--- src/rtl/io_pkg.sv ---
`default_nettype none
// ============================================================================
// Module   : io_pkg
// Purpose  : Shared widths and FSM state encoding for the IN-instruction
//            operator input path.
// Revision : 1.0 - initial release
// ============================================================================
package io_pkg;

    localparam int LARGURA_DADO   = 32;
    localparam int LARGURA_CHAVES = 4;

    typedef enum logic [2:0] {
        OCIOSO        = 3'd0,
        ESPERA_SOLTO  = 3'd1,
        ESPERA_APERTO = 3'd2,
        ENTREGA       = 3'd3,
        ESPERA_FIM    = 3'd4
    } estado_t;

endpackage
`default_nettype wire

--- src/rtl/debounce_botao.sv ---
`default_nettype none
// ============================================================================
// Module   : debounce_botao
// Purpose  : Two-flop synchronizer, polarity normalisation and stable-count
//            debouncer for the board key; apertado_d is active-high.
// Revision : 1.0 - initial release
// ============================================================================
module debounce_botao #(
    parameter int   DEBOUNCE_CICLOS = 500000,
    parameter logic NIVEL_APERTADO  = 1'b0
) (
    input  logic clock,
    input  logic reset,
    input  logic botaoPlaca,
    output logic apertado_d
);

    localparam int c_largura = (DEBOUNCE_CICLOS > 1) ? $clog2(DEBOUNCE_CICLOS) : 1;
    localparam logic [c_largura-1:0] c_limite = c_largura'(DEBOUNCE_CICLOS - 1);

    logic [1:0]           r_sinc;
    logic                 w_apertado_s;
    logic                 r_apertado_d;
    logic [c_largura-1:0] r_contador;

    // Synchronizer idles at the released level so reset never looks like a press.
    always_ff @(posedge clock or posedge reset) begin
        if (reset) begin
            r_sinc <= {2{~NIVEL_APERTADO}};
        end else begin
            r_sinc <= {r_sinc[0], botaoPlaca};
        end
    end

    assign w_apertado_s = (r_sinc[1] == NIVEL_APERTADO);

    always_ff @(posedge clock or posedge reset) begin
        if (reset) begin
            r_apertado_d <= 1'b0;
            r_contador   <= '0;
        end else if (w_apertado_s == r_apertado_d) begin
            r_contador   <= '0;
        end else if (r_contador == c_limite) begin
            r_apertado_d <= w_apertado_s;
            r_contador   <= '0;
        end else begin
            r_contador   <= r_contador + 1'b1;
        end
    end

    assign apertado_d = r_apertado_d;

endmodule
`default_nettype wire

--- src/rtl/entrada_botao_handshake.sv ---
`default_nettype none
// ============================================================================
// Module   : entrada_botao_handshake
// Purpose  : IN-instruction responder: stalls the CPU until a debounced key
//            press, then returns the switches zero-extended with a strobe.
// Revision : 1.0 - initial release
// ============================================================================
module entrada_botao_handshake
    import io_pkg::*;
#(
    parameter int   DEBOUNCE_CICLOS = 500000,
    parameter logic NIVEL_APERTADO  = 1'b0
) (
    input  logic                      clock,
    input  logic                      reset,
    input  logic                      comandoIN,
    input  logic                      botaoPlaca,
    input  logic [LARGURA_CHAVES-1:0] entradaDeDadosIO,
    output logic [LARGURA_DADO-1:0]   dadosEntrada,
    output logic                      dadoValido,
    output logic                      parada,
    output logic                      ledin
);

    logic [1:0]                r_rst_sinc;
    logic                      w_liberado;
    logic [LARGURA_CHAVES-1:0] r_chaves_meta;
    logic [LARGURA_CHAVES-1:0] r_chaves_sinc;
    logic                      w_apertado_d;
    estado_t                   r_estado;
    estado_t                   w_proximo;
    logic                      w_captura;
    logic [LARGURA_DADO-1:0]   r_dados;
    logic                      w_parada;

    // Reset asserts asynchronously but is released through two flops.
    always_ff @(posedge clock or posedge reset) begin
        if (reset) begin
            r_rst_sinc <= 2'b11;
        end else begin
            r_rst_sinc <= {r_rst_sinc[0], 1'b0};
        end
    end

    assign w_liberado = ~r_rst_sinc[1];

    always_ff @(posedge clock or posedge reset) begin
        if (reset) begin
            r_chaves_meta <= '0;
            r_chaves_sinc <= '0;
        end else begin
            r_chaves_meta <= entradaDeDadosIO;
            r_chaves_sinc <= r_chaves_meta;
        end
    end

    debounce_botao #(
        .DEBOUNCE_CICLOS (DEBOUNCE_CICLOS),
        .NIVEL_APERTADO  (NIVEL_APERTADO)
    ) u_debounce (
        .clock      (clock),
        .reset      (reset),
        .botaoPlaca (botaoPlaca),
        .apertado_d (w_apertado_d)
    );

    always_ff @(posedge clock or posedge reset) begin
        if (reset) begin
            r_estado <= OCIOSO;
        end else begin
            r_estado <= w_proximo;
        end
    end

    always_comb begin
        w_proximo = r_estado;
        w_captura = 1'b0;
        if (!w_liberado) begin
            w_proximo = OCIOSO;
        end else begin
            case (r_estado)
                OCIOSO: begin
                    if (comandoIN) w_proximo = ESPERA_SOLTO;
                end
                // Abort takes priority so a dropped command never captures.
                ESPERA_SOLTO: begin
                    if (!comandoIN)        w_proximo = OCIOSO;
                    else if (!w_apertado_d) w_proximo = ESPERA_APERTO;
                end
                ESPERA_APERTO: begin
                    if (!comandoIN) begin
                        w_proximo = OCIOSO;
                    end else if (w_apertado_d) begin
                        w_captura = 1'b1;
                        w_proximo = ENTREGA;
                    end
                end
                ENTREGA: begin
                    w_proximo = ESPERA_FIM;
                end
                ESPERA_FIM: begin
                    if (!comandoIN) w_proximo = OCIOSO;
                end
                default: begin
                    w_proximo = OCIOSO;
                end
            endcase
        end
    end

    always_ff @(posedge clock or posedge reset) begin
        if (reset) begin
            r_dados <= '0;
        end else if (w_captura) begin
            r_dados <= {{(LARGURA_DADO-LARGURA_CHAVES){1'b0}}, r_chaves_sinc};
        end
    end

    assign w_parada     = (r_estado == ESPERA_SOLTO) || (r_estado == ESPERA_APERTO);
    assign dadosEntrada = r_dados;
    assign dadoValido   = (r_estado == ENTREGA);
    assign parada       = w_parada;
    assign ledin        = w_parada;

endmodule
`default_nettype wire

--- config.mk ---
export PLATFORM = sky130hd
export DESIGN_NAME = entrada_botao_handshake
export DESIGN_NICKNAME = d
export VERILOG_FILES = /design/src/rtl/io_pkg.sv /design/src/rtl/debounce_botao.sv /design/src/rtl/entrada_botao_handshake.sv
export SDC_FILE = /design/constraint.sdc
export NUM_CORES = 1
export LEC_CHECK = 0
export ABC_AREA = 1
export CAP_MARGIN = 30
export CORE_MARGIN = 4
export CORE_UTILIZATION = 46
export DETAILED_ROUTE_END_ITERATION = 8
export HOLD_SLACK_MARGIN = 0.03
export PLACE_DENSITY = 0.8
export SKIP_LAST_GASP = 1
export SLEW_MARGIN = 10
export SYNTH_ARGS = -nofsm -noshare
export SYNTH_HDL_FRONTEND = slang
export SYNTH_HIERARCHICAL = 1
export SYNTH_SLANG_ARGS = --single-unit
--- constraint.sdc ---
create_clock -name clock -period 1.2 [get_ports clock]
set_input_delay 0.12 -clock clock [delete_from_list [all_inputs] [get_ports clock]]
set_output_delay 0.12 -clock clock [all_outputs]
set_load 0.1 [all_outputs]
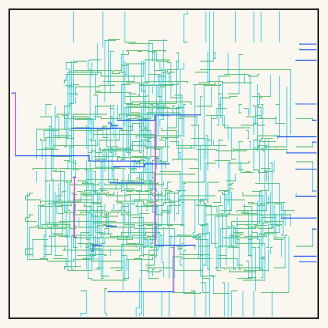
(images/layers.png)
Scale: 4 px per um.
[green] M1 | wire length: 2010 um
[blue] M3 | wire length: 192 um
[magenta] M4 | wire length: 73.4 um
[cyan] M2 | wire length: 2790 um

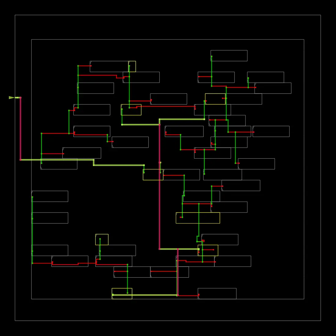
(images/clock_nets.png)
clk_skew: 11.6 ps
Worst-Skew Late Latency: 300 ps

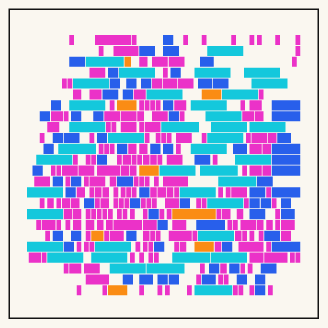
(images/class_map.png)
Scale: 4 px per um.
[cyan] registers | cells: 39
[blue] remaining buffers and delay cells | cells: 75
[orange] clock drivers and dummy loads | cells: 8
[magenta] remaining logic cells | cells: 227

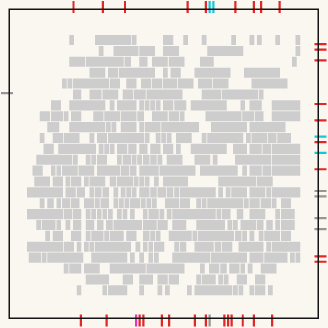
(images/pinout.png)
Scale: 4 px per um. Pins as bars across the die edge, other pins in grey.
[magenta] botaoPlaca | pins: 1 | direction: input | edge: bottom
[cyan] entradaDeDadosIO | pins: 4 | direction: input | edge: 2 top, 2 right
[red] dadosEntrada | pins: 32 | direction: output | edge: 14 bottom, 9 right, 9 top
all pins by edge: 16 bottom, 15 right, 11 top, 1 left
# port buffers: 14
die y size: 76.9 um
chip width: 76.9 um

==> flow_summary.ini <==
; implementation run metrics
[flow_run]
timing.max_cap.violations = 0
warnings = 29

[timing]
final-hold-violation-count = 0
layout_setup_ws_ps = -211
slew_violations = 0
finalSetupViolCount = 23
fmax_mhz = 708
fin_crit_sh_pct = 118

[final_layout]
clkCellAreaFrac_pct = 3.51
ff_count = 39
buffer_area_share_pct = 22.8
regMostFlops = u_debounce/r_contador
nClkBuffers = 5
logic_gate_count = 188
drive_gt1_share_pct = 43.0
syn2layout_area_growth_pct = 46.8
final_cell_mix = buf_4 (47), nand2_1 (36), nor2_1 (35)

[floorplan]
ios = 43
die_area_um2 = 5910
fp_util_pct = 48.8
taps = 52

[power]
p_comb_share_pct = 24.7
powerDensity_nw_per_um2 = 1030
p_int_mw = 2.16

[route]
drt-pass1-iter-count = 4
m1WireLength_mm = 2.01
num_vias = 1874
wirelength_mm = 5.07
drt_iter0_drc = 60

[critical_path]
crit_path_start = r_estado[0]$_DFFE_PP0P_
r2r_slack_ps = -170
timing.rr.end = u_debounce/r_contador[14]$_DFF_PP0_
cp.required_ps = 1080
cp.arrival_ps = 1290

[run_status]
outcome = finished, violations left
violations = setup timing

[grt]
use_met2_pct = 28.7

[hold_path]
min_path_type = in2async

[place]
dp_hpwl_mm = 3.39

[clock_network]
clockBufferDepth = 2

[yosys]
ys_seq_elements = 39
cells in the mapped netlist, drive strengths merged:
library cell,n,area [um2]
nand3,24,143
ha,1,12.5
nor3b,1,7.51
nand2,51,211
nor2,55,241
or2,1,6.26
and2,1,6.26
nand4,1,6.26
o21ai,8,55.1
conb,1,3.75
buf,31,236
dfstp,4,105
inv,39,146
xor2,5,43.8
xnor2,3,33.8
nor3,1,5.00
o22ai,1,6.26
o211ai,1,7.51
dfrtp,35,876
a21oi,5,28.8
logic make-up (layout without fill, tap and decap cells):
family,count (synthesis),count (layout),share of synthesized area [%]
AND/OR/NAND/NOR,135,135,28.7
XOR/XNOR,8,8,3.56
adder cells (fa/ha/maj),1,1,0.573
flip-flops,39,39,45.0
other,1,29,0.172
AND-OR/OR-AND,15,15,4.47
buffers and inverters,70,122,17.5
